===== src/rtl/draw_display_scheduler.sv =====
// Result buffer, in-place bubble sort and timed seven-segment review for the lottery draw path.
// Optional: define DRAW_DUP_CHECK_EN to reject draws that repeat a value already captured.
module draw_display_scheduler #(
    parameter int unsigned NUM_DRAWS    = 7,
    parameter int unsigned VALUE_W      = 7,
    parameter int unsigned MAX_VALUE    = 92,
    parameter int unsigned DWELL_CYCLES = 50000000,
    parameter int unsigned DWELL_W      = 26
) (
    input  logic               clk,
    input  logic               reset_n,
    input  logic               draw_valid,
    input  logic [VALUE_W-1:0] draw_value,
    input  logic               start_review,
    output logic [2:0]         buf_count,
    output logic               all_drawn,
    output logic               busy,
    output logic               error,
    output logic               disp_valid,
    output logic [2:0]         disp_index,
    output logic [VALUE_W-1:0] disp_value,
    output logic [3:0]         disp_tens,
    output logic [3:0]         disp_ones
);

    typedef enum logic [1:0] {COLLECT, SORT, HOLD, REVIEW} state_t;

    state_t             state, next_state;
    logic [VALUE_W-1:0] buf_mem [NUM_DRAWS];
    logic [2:0]         sort_j, sort_pass;
    logic [DWELL_W-1:0] dwell;

    logic               in_range, is_dup, accept, reject;
    logic               pair_at_end, sort_last, dwell_tc, review_last;
    logic [VALUE_W-1:0] pair_a, pair_b, pair_lo, pair_hi, sorted_head;
    logic               disp_load;
    logic [VALUE_W-1:0] disp_load_value;
    logic [2:0]         disp_load_index;

    function automatic logic [3:0] bcd_tens(input logic [VALUE_W-1:0] v);
        logic [VALUE_W-1:0] q;
        q = v / VALUE_W'(10);
        return q[3:0];
    endfunction

    function automatic logic [3:0] bcd_ones(input logic [VALUE_W-1:0] v);
        logic [VALUE_W-1:0] r;
        r = v % VALUE_W'(10);
        return r[3:0];
    endfunction

    always_comb begin
        is_dup = 1'b0;
`ifdef DRAW_DUP_CHECK_EN
        for (int unsigned i = 0; i < NUM_DRAWS; i++) begin
            if (i < 32'(buf_count) && buf_mem[i] == draw_value)
                is_dup = 1'b1;
        end
`endif
        in_range = (draw_value != '0) && (draw_value <= VALUE_W'(MAX_VALUE));
        accept   = (state == COLLECT) && draw_valid && in_range && !is_dup;
        reject   = (state == COLLECT) && draw_valid && !(in_range && !is_dup);

        pair_a      = buf_mem[sort_j];
        pair_b      = buf_mem[sort_j + 3'd1];
        pair_lo     = (pair_a > pair_b) ? pair_b : pair_a;
        pair_hi     = (pair_a > pair_b) ? pair_a : pair_b;
        pair_at_end = (sort_j == 3'(NUM_DRAWS - 2));
        sort_last   = pair_at_end && (sort_pass == 3'(NUM_DRAWS - 2));
        // With two entries the final swap touches slot 0, so take the post-swap value
        sorted_head = (sort_j == 3'd0) ? pair_lo : buf_mem[0];

        dwell_tc    = (dwell == DWELL_W'(DWELL_CYCLES - 1));
        review_last = dwell_tc && (disp_index == 3'(NUM_DRAWS - 1));

        next_state      = state;
        disp_load       = 1'b0;
        disp_load_value = buf_mem[0];
        disp_load_index = '0;

        case (state)
            COLLECT: begin
                if (accept) begin
                    disp_load       = 1'b1;
                    disp_load_value = draw_value;
                    disp_load_index = buf_count;
                    if (buf_count == 3'(NUM_DRAWS - 1))
                        next_state = SORT;
                end
            end
            SORT: begin
                if (sort_last) begin
                    next_state      = HOLD;
                    disp_load       = 1'b1;
                    disp_load_value = sorted_head;
                end
            end
            HOLD: begin
                if (start_review) begin
                    next_state = REVIEW;
                    disp_load  = 1'b1;
                end
            end
            REVIEW: begin
                if (start_review) begin
                    disp_load = 1'b1;
                end else if (dwell_tc) begin
                    disp_load = 1'b1;
                    if (review_last) begin
                        next_state = HOLD;
                    end else begin
                        disp_load_index = disp_index + 3'd1;
                        disp_load_value = buf_mem[disp_index + 3'd1];
                    end
                end
            end
            default: next_state = COLLECT;
        endcase
    end

    always_ff @(posedge clk or negedge reset_n) begin
        if (!reset_n)
            state <= COLLECT;
        else
            state <= next_state;
    end

    always_ff @(posedge clk or negedge reset_n) begin
        if (!reset_n) begin
            for (int unsigned i = 0; i < NUM_DRAWS; i++)
                buf_mem[i] <= '0;
            buf_count  <= '0;
            all_drawn  <= 1'b0;
            busy       <= 1'b0;
            error      <= 1'b0;
            disp_valid <= 1'b0;
            disp_index <= '0;
            disp_value <= '0;
            disp_tens  <= '0;
            disp_ones  <= '0;
            sort_j     <= '0;
            sort_pass  <= '0;
            dwell      <= '0;
        end else begin
            if (accept) begin
                buf_mem[buf_count] <= draw_value;
                buf_count          <= buf_count + 3'd1;
            end
            if (reject)
                error <= 1'b1;

            if (state == SORT) begin
                buf_mem[sort_j]        <= pair_lo;
                buf_mem[sort_j + 3'd1] <= pair_hi;
                if (pair_at_end) begin
                    sort_j    <= '0;
                    sort_pass <= sort_last ? 3'd0 : sort_pass + 3'd1;
                end else begin
                    sort_j <= sort_j + 3'd1;
                end
            end

            if (state == REVIEW && !start_review && !dwell_tc)
                dwell <= dwell + 1'b1;
            else
                dwell <= '0;

            if (disp_load) begin
                disp_valid <= 1'b1;
                disp_index <= disp_load_index;
                disp_value <= disp_load_value;
                disp_tens  <= bcd_tens(disp_load_value);
                disp_ones  <= bcd_ones(disp_load_value);
            end

            busy      <= (next_state == SORT) || (next_state == REVIEW);
            all_drawn <= (next_state == HOLD) || (next_state == REVIEW);
        end
    end

endmodule


===== config.mk =====
export PLATFORM = sky130hd
export DESIGN_NAME = draw_display_scheduler
export DESIGN_NICKNAME = d
export VERILOG_FILES = /design/src/rtl/draw_display_scheduler.sv
export SDC_FILE = /design/constraint.sdc
export NUM_CORES = 1
export LEC_CHECK = 0
export CORE_MARGIN = 1
export CORE_UTILIZATION = 67
export CTS_CLUSTER_SIZE = 28
export DETAILED_ROUTE_END_ITERATION = 6
export PLACE_DENSITY = 0.94
export SLEW_MARGIN = 20
export SYNTH_ARGS = -nofsm -noshare
export SYNTH_HDL_FRONTEND = slang
export SYNTH_SLANG_ARGS = --single-unit
export TNS_END_PERCENT = 100

===== constraint.sdc =====
create_clock -name clk -period 8.55 [get_ports clk]
set_input_delay 1.71 -clock clk [delete_from_list [all_inputs] [get_ports clk]]
set_output_delay 1.71 -clock clk [all_outputs]
set_load 0.03 [all_outputs]

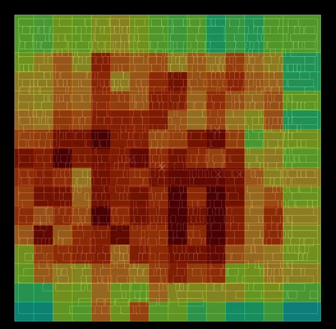
*Congestion heat map, run 1*
wire per inst: 24.82 um
grt peak-use layer: met2
Tot GR Track Use: 44.18%
Post-Route Utilization: 75.05%
met1 Resource Use GR: 55.27%

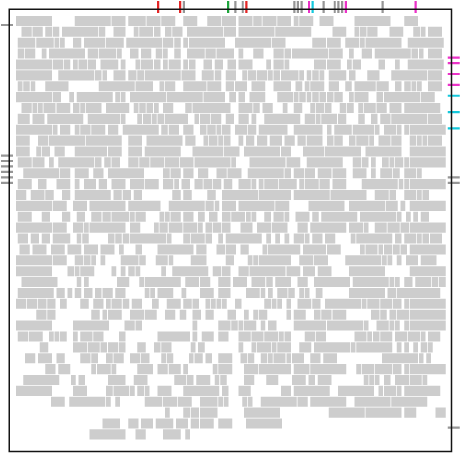
*Pin map, run 1*
(4 px per um) Pins as bars across the die edge, other pins in gray.
- red: `buf_count` (pins 3; direction output; edge top)
- magenta: `disp_value` (pins 7; direction output; edge 4 right, 3 top)
- green: `start_review` (pins 1; direction input; edge top)
- cyan: `disp_tens` (pins 4; direction output; edge 3 right, 1 top)
- all pins by edge: 19 top, 10 right, 7 left

==> impl_metrics.tcl, run 1 <==
# place-and-route summary
set metrics [dict create \
    drc 7 \
    grt_pass1_wl_mm 39.48 \
    regToRegSetupSlack_ns 2.39 \
    clock_path_buffers 2 \
    violations "design-rule violations" \
    crit_arrival_ns 6.43 \
    critPathCapture "buf_mem[47]$_DFF_PN0_" \
    syn_avg_cell_area_um2 8.869 \
    numClockSinks 106 \
    startpoint "sort_j[1]$_DFFE_PN0P_" \
    largest_reg_flops 49 \
    ys.flop_type "dfrtp_1" \
    reg_top3 "buf_mem x49, dwell x26, disp_value x7" \
    min_to "disp_valid$_DFFE_PN0P_" \
    rsz0062_at_grt "no" \
    antennaDiodeCount 0 \
    cts_resized 0 \
    wl_met3_mm 3.580 \
    synth_seq_share_pct 33.83 \
    yosys-top-cells-area "dfrtp_1 (34%), mux2i_1 (8.9%), a22oi_1 (4.9%)" \
    gr-total-overflow 0 \
    via_per_inst 7.523 \
    cts_setup_buffers 0 \
    status "complete, but fails checks" \
    wl_met1_mm 9.272 \
    synthesis.nets 917 \
    grt_max_degree 75 \
    crit_fanout 20 \
    layout_setup_ws_ns 2.387 \
    wl_mm 25.71 \
    timing.fmax_mhz 162.3 \
    first_pass_iters 7 \
    die_w_um 110.2 \
    reg2reg_depth 15 \
    pre_cts_ws_ns 2.256 \
    hold_start "disp_valid$_DFFE_PN0P_" \
    insertion_delay_ns 0.36 \
    crit_path_frequent_cell "inv_1" \
    slew_headroom_pct 30.30 \
    coreArea_um2 11420 \
    openroad.warnings 35 \
    netlist.area_leader.share_pct 33.83 \
    path_delay_family "AND-OR/OR-AND gates" \
    h-tree-depth 3 \
]
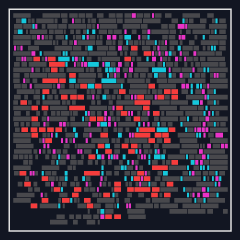
*Gate-type map, run 1*
(2 px per um)
- red: multiplexers (cells 85; most used mux2i_1)
- magenta: NAND gates (cells 147; most used nand2_1; where spread over the die)
- cyan: NOR gates (cells 127; most used nor2_1; where spread over the die)
Comb area share: 57.04%
most numerous logic cell after layout: dfrtp_1
Non-Filler Instances: 1,036

-- run 1: layout by cell type (no fill, tap or decap), drive strengths merged, types with 5 or more instances in the layout --
| master | count |
|---|---|
| xnor2 | 12 |
| o22ai | 43 |
| nand4 | 11 |
| nand2b | 7 |
| nor3 | 22 |
| o211ai | 7 |
| mux4 | 9 |
| buf | 17 |
| nand2 | 93 |
| dfrtp | 106 |
| nor2b | 5 |
| xor2 | 18 |
| a21o | 6 |
| mux2i | 70 |
| a32oi | 9 |
| o21ai | 40 |
| and3 | 5 |
| a21oi | 35 |
| ha | 22 |
| a22oi | 51 |
| clkbuf | 10 |
| inv | 22 |
| nand3 | 35 |
| nor2 | 90 |
| a211oi | 6 |
| a221oi | 9 |
| clkdlybuf4s50 | 34 |
| nor3b | 6 |
| mux2 | 6 |
| a22o | 13 |
| a31oi | 11 |
-- run 1: kinds of logic after synthesis --
family	count (synthesis)	synth area share (%)
AND/OR/NAND/NOR	293	18.21
AND-OR/OR-AND	266	24.32
flip-flops	106	33.83
multiplexers	85	12.38
buffers and inverters	81	4.149
XOR/XNOR	30	3.447
adder cells (fa/ha/maj)	23	3.655
-- run 1: metal layers --
metal,GRT usage [%],vias to the layer above
met3,15.11,180
li1,-,3335
met2,65.71,644
met5,0,-
met1,55.27,3635
met4,27.16,0
-- run 1: area by class of cell --
cell class / instances / share of cell area, %
inverter: 23 / 1.007
timing repair buffer: 51 / 5.461
sequential: 106 / 30.95
clock buffer: 10 / 2.672
tap: 143 / 2.088
clock inverter: 6 / 0.7738
multi-input combinational: 697 / 57.04
-- run 1: through the flow --
step / std cells / cell area (um2)
3_5_place_dp: 1020 / 8263
2_1_floorplan: 884 / 7840
5_1_grt: 1036 / 8569
6_report: 1036 / 8569
3_3_place_gp: 1020 / 8263
4_1_cts: 1036 / 8558
### Sequential cells colored by netlist name, run 1

(2 px per um) Other sequential cells in the stronger gray, the rest of the logic in the fainter gray.
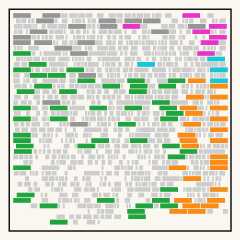

==> run 1 -> run 2 <==
--- a/config.mk
+++ b/config.mk
@@ -6,10 +6,10 @@
 export NUM_CORES = 1
 export LEC_CHECK = 0
 export CORE_MARGIN = 1
-export CORE_UTILIZATION = 67
+export CORE_UTILIZATION = 56
 export CTS_CLUSTER_SIZE = 28
 export DETAILED_ROUTE_END_ITERATION = 6
-export PLACE_DENSITY = 0.94
+export PLACE_DENSITY = 0.85
 export SLEW_MARGIN = 20
 export SYNTH_ARGS = -nofsm -noshare
 export SYNTH_HDL_FRONTEND = slang
==> constraint.sdc (replaced) <==
create_clock -name clk -period 5.2 [get_ports clk]
set_input_delay 1.04 -clock clk [delete_from_list [all_inputs] [get_ports clk]]
set_output_delay 1.04 -clock clk [all_outputs]
set_load 0.03 [all_outputs]
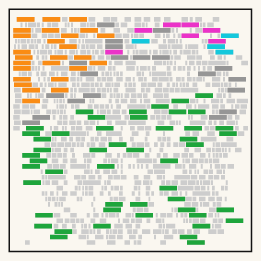
*Sequential cells colored by netlist name, run 2*
(2 px per um) Other sequential cells in the stronger gray, the rest of the logic in the fainter gray.
- magenta: `disp_value` (flops 7)
- orange: `dwell` (flops 26; where upper left)
- cyan: `disp_tens` (flops 4; where upper right)
- green: `buf_mem` (flops 49)
- not colored: 20
Post-Route Utilization: 65.42%
flop share of the area: 30.14%
sequential cell area: 2653 um2

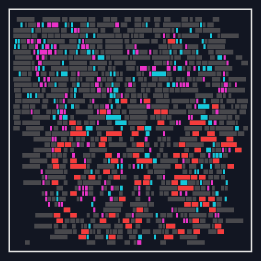
*Gate-type map, run 2*
(2 px per um)
- cyan: NOR gates (cells 127; most used nor2_1; where spread over the die)
- red: multiplexers (cells 85; most used mux2i_1)
- magenta: NAND gates (cells 147; most used nand2_1; where spread over the die)
Comb area share: 55.63%
Non-Filler Instances: 1,092

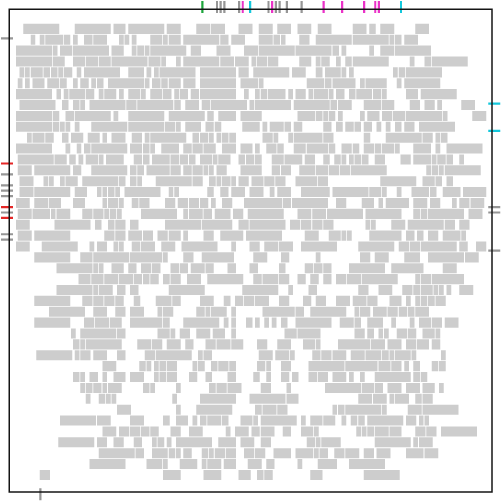
*Pin map, run 2*
(4 px per um) Pins as bars across the die edge, other pins in gray.
- cyan: `disp_tens` (pins 4; direction output; edge 2 top, 2 right)
- magenta: `disp_value` (pins 7; direction output; edge top)
- red: `buf_count` (pins 3; direction output; edge left)
- green: `start_review` (pins 1; direction input; edge top)
IO buf count: 35
die height: 120.3 um
Chip Width: 120.3 um

==> run 2 against run 1 <==
  * Highest routed layer unchanged
  * Synthesized cell count stayed put
  * First-iteration DRC count down 2.9%
  * Non-clock buffer count up 23
  * Design area rose by 2.7%
  * Die area rose by 19%
  * The flow now finishes without violations
==> impl_metrics.tcl, run 2 <==
# place-and-route summary
set metrics [dict create \
    grt_max_degree 70 \
    insertion_delay_ns 0.37 \
    largest_reg_flops 49 \
    gr-total-overflow 0 \
    clock_path_buffers 2 \
    crit_path_frequent_cell "buf_4" \
    critPathCapture "buf_mem[44]$_DFF_PN0_" \
    met1_usage_pct 50.74 \
    synth_seq_share_pct 33.83 \
    simple_gate_area_share_pct 18.21 \
    met3_usage_pct 8.396 \
    antennaDiodeCount 0 \
    reg_top3 "buf_mem x49, dwell x26, disp_value x7" \
    crit_arrival_ns 5.09 \
    wl_mm 24.75 \
    status "finished, final reports clean" \
    hold_start "disp_valid$_DFFE_PN0P_" \
    startpoint "sort_j[1]$_DFFE_PN0P_" \
    ys.flop_type "dfrtp_1" \
    drc 0 \
    slew_headroom_pct 28.37 \
    numClockSinks 106 \
    timing.fmax_mhz 207.8 \
    wl_met1_mm 10.41 \
    netlist.area_leader.share_pct 33.83 \
    min_to "disp_valid$_DFFE_PN0P_" \
    busiest_layer "met2" \
    coreArea_um2 13450 \
    wl_met3_mm 2.849 \
    yosys-top-cells-area "dfrtp_1 (34%), mux2i_1 (8.9%), a22oi_1 (4.9%)" \
    lay_top_cells "dfrtp_1 (106), nand2_1 (93), nor2_1 (88), mux2i_1 (68), a22oi_1 (51)" \
    crit_fanout 10 \
    synthesis.nets 917 \
    reg2reg_depth 16 \
    layout_setup_ws_ns 0.3870 \
    openroad.warnings 35 \
    rsz0062_at_grt "no" \
    adder_share_pct 3.655 \
    pre_cts_ws_ns 0.09330 \
]
## run 2: cell count changes in the layout (fill, tap and decap cells not counted), sizes merged
cell      before  now
clkbuf        10    9
buf           17   40
clkinvlp       2    1
bufinv         1    0
inv           22   25
## run 2: logic make-up after synthesis
kind of cell             after synthesis
XOR/XNOR                              30
buffers and inverters                 81
multiplexers                          85
adder cells (fa/ha/maj)               23
AND-OR/OR-AND                        266
flip-flops                           106
AND/OR/NAND/NOR                      293
## run 2: what timing repair did
item                       4_1_cts  5_1_grt
setup endpoints to repair        0       14
hold endpoints to repair         0        0
buffers inserted                 0        0
resized                          0        5
hold buffers                     0        0
## run 2: per-stage QoR
stage          util (%)  instance area (um2)  hold slack, ns  cells
5_1_grt           65.42                 8801          0.4857   1092
2_1_floorplan         -                 7840          0.4509    884
6_report          65.42                 8801          0.4695   1092
3_3_place_gp      62.97                 8472          0.4584   1076
3_5_place_dp      62.97                 8472          0.4567   1076
4_1_cts           65.24                 8777          0.4753   1092
## run 2: worst register-to-register path, cell delays in order (launching register included)
cell,delay (ns)
dfrtp_1,0.37
inv_1,0.12
ha_1,0.48
inv_1,0.30
buf_4,0.25
a31o_2,0.20
a221oi_1,0.64
ha_1,0.37
o21ai_0,0.08
nand2b_1,0.08
a221oi_1,0.28
buf_4,0.18
a41o_1,0.30
buf_4,0.27
mux2i_2,0.46
o22ai_1,0.17
a22oi_1,0.20
## run 2: cell type report
type                       count  area (um2)
sequential                   106        2653
timing repair buffer          74       640.6
multi-input combinational    697        4896
fill                        1132        4652
tap                          176       220.2
clock buffer                   9       225.2
clock inverter                 7       80.08
inverter                      23       86.33
### Congestion heat map, run 2

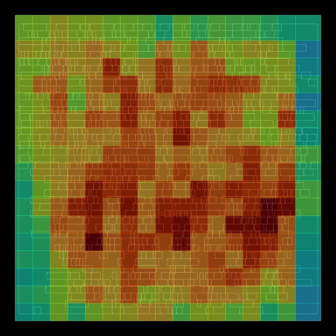

==> run 2 -> run 3 <==
--- a/config.mk
+++ b/config.mk
@@ -7,9 +7,9 @@
 export LEC_CHECK = 0
 export CORE_MARGIN = 1
 export CORE_UTILIZATION = 56
-export CTS_CLUSTER_SIZE = 28
 export DETAILED_ROUTE_END_ITERATION = 6
-export PLACE_DENSITY = 0.85
+export HOLD_SLACK_MARGIN = 0.08
+export PLACE_DENSITY = 0.82
 export SLEW_MARGIN = 20
 export SYNTH_ARGS = -nofsm -noshare
 export SYNTH_HDL_FRONTEND = slang
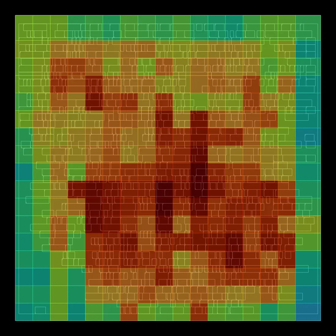
*Congestion heat map, run 3*
met3 Resource Use GR: 11.70%
Post-Route Utilization: 65.70%

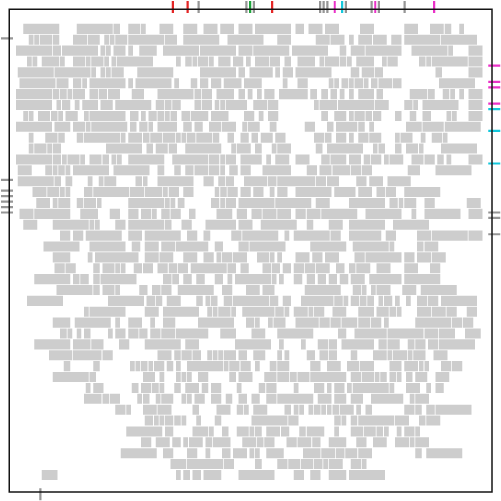
*Pin map, run 3*
(4 px per um) Pins as bars across the die edge, other pins in gray.
- red: `buf_count` (pins 3; direction output; edge top)
- magenta: `disp_value` (pins 7; direction output; edge 4 right, 3 top)
- cyan: `disp_tens` (pins 4; direction output; edge 3 right, 1 top)
- green: `start_review` (pins 1; direction input; edge top)

==> run 3 against run 2 <==
  * Clock-buffer cell count grew 1
  * First-iteration DRC count grew 8.0%
  * Critical path depth grew 1
  * Global-route usage grew 1.0 points
  * Largest cell class unchanged
==> impl_metrics.tcl, run 3 <==
# place-and-route summary
set metrics [dict create \
    yosys-top-cells-area "dfrtp_1 (34%), mux2i_1 (8.9%), a22oi_1 (4.9%)" \
    use_met2_pct 52.80 \
    openroad.warnings 35 \
    drc 0 \
    fillers 1123 \
    die-height_um 120.3 \
    critPathCapture "disp_tens[0]$_DFFE_PN0P_" \
    met1_usage_pct 48.99 \
    crit_path_start_kind "register" \
    ys.flop_type "dfrtp_1" \
    grt_max_degree 78 \
    ctsHoldBuffers 0 \
    coreArea_um2 13450 \
    gr-total-overflow 0 \
    busiest_layer "met2" \
    wl_mm 25.25 \
    regArea_um2 2653 \
    cts_setup_buffers 0 \
    min_to "disp_valid$_DFFE_PN0P_" \
    clock_path_buffers 2 \
    crit_chain "ha_1 -> xor2_2 -> buf_4 -> mux2_2 -> a211oi_1 -> nor3_2 -> a221o_2 -> nand2_1 -> a21oi_1 -> a221oi_2 -> ha_1 -> inv_1 -> nor2_1 -> o21ai_1 -> a211oi_2 -> o211ai_2 -> o21a_1" \
    yosys-top-cells-count "dfrtp_1 (106), nand2_1 (93), nor2_1 (88)" \
    reg_top3 "buf_mem x49, dwell x26, disp_value x7" \
    synth_seq_share_pct 33.83 \
    antennaDiodeCount 0 \
    syn_avg_cell_area_um2 8.869 \
    lay_top_cells "dfrtp_1 (106), nand2_1 (93), nor2_1 (88), mux2i_1 (70), a22oi_1 (51)" \
    fin_area_um2 8838 \
    reg2reg_depth 17 \
    slew_headroom_pct 26.63 \
    largest_reg_flops 49 \
    timing.fmax_mhz 201.0 \
    path_delay_family "AND-OR/OR-AND gates" \
    lay_top_count "dfrtp_1" \
    first_pass_iters 7 \
    hold_start "disp_valid$_DFFE_PN0P_" \
    numClockSinks 106 \
    mi_logic_area_um2 4872 \
    die_w_um 120.3 \
    status "finished, final reports clean" \
    h-tree-depth 3 \
    grtUsageTotal_pct 36.25 \
    regToRegSetupSlack_ns 0.23 \
    io_buffer_count 35 \
    wire_per_inst_um 23.04 \
]
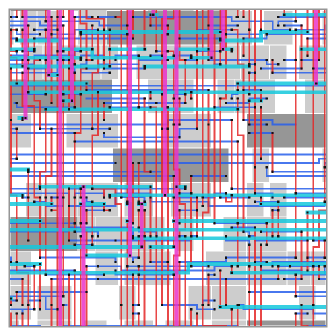
*Layout detail, run 3*
Region (48, 24) to (73, 49) um. Cells in gray, sequential cells in the stronger gray; small squares are vias.
- red: met2
- cyan: met3
- blue: met1
- magenta: met4
- cells with their middle in the window: 51
- netlist names of flops here include: `buf_mem` (5)
- most frequent: nand2_1 (12)
- sequential cells in the window: 5

[run 3: cell counts after synthesis]
Identical to the previous run, type by type.
[run 3: layout make-up]
cell class	instances	share of cell area, %
Inverter	23	0.9768
Timing Repair Buffer	78	7.772
Multi-Input combinational cell	697	55.12
Sequential cell	106	30.01
Tap cell	176	2.492
Clock inverter	6	0.9202
Clock buffer	10	2.704
[run 3: worst reg2reg max path: stages (launching register included)]
cell,delay (ns)
dfrtp_1,0.42
ha_1,0.25
xor2_2,0.77
buf_4,0.28
mux2_2,0.33
a211oi_1,0.52
nor3_2,0.12
a221o_2,0.44
nand2_1,0.13
a21oi_1,0.06
a221oi_2,0.30
ha_1,0.36
inv_1,0.12
nor2_1,0.13
o21ai_1,0.09
a211oi_2,0.27
o211ai_2,0.14
o21a_1,0.14
[run 3: layer usage]
layer	routed length (um)	vias to the layer above
met5	0	-
met4	1472	0
met3	2843	143
met2	10620	530
met1	10310	3618
li1	-	3400
[run 3: cell families (layout without fill, tap and decap cells)]
group,count (synthesis),count (layout),synth area share [%]
AND-OR/OR-AND,266,266,24.32
AND/OR/NAND/NOR,293,293,18.21
flip-flops,106,106,33.83
XOR/XNOR,30,30,3.447
buffers and inverters,81,117,4.149
adder cells (fa/ha/maj),23,23,3.655
multiplexers,85,85,12.38
[run 3: metrics by stage]
step / std cells / setup WS (ns) / util (%) / hold WS (ns)
floorplan: 884 / 0.1389 / - / 0.4509
global placement: 1080 / 0.06212 / 63.29 / 0.4510
detailed placement: 1080 / -0.01079 / 63.29 / 0.4556
CTS: 1096 / 0.2993 / 65.67 / 0.4748
global route: 1096 / 0.0006373 / 65.70 / 0.4917
finish: 1096 / 0.2256 / 65.70 / 0.4690
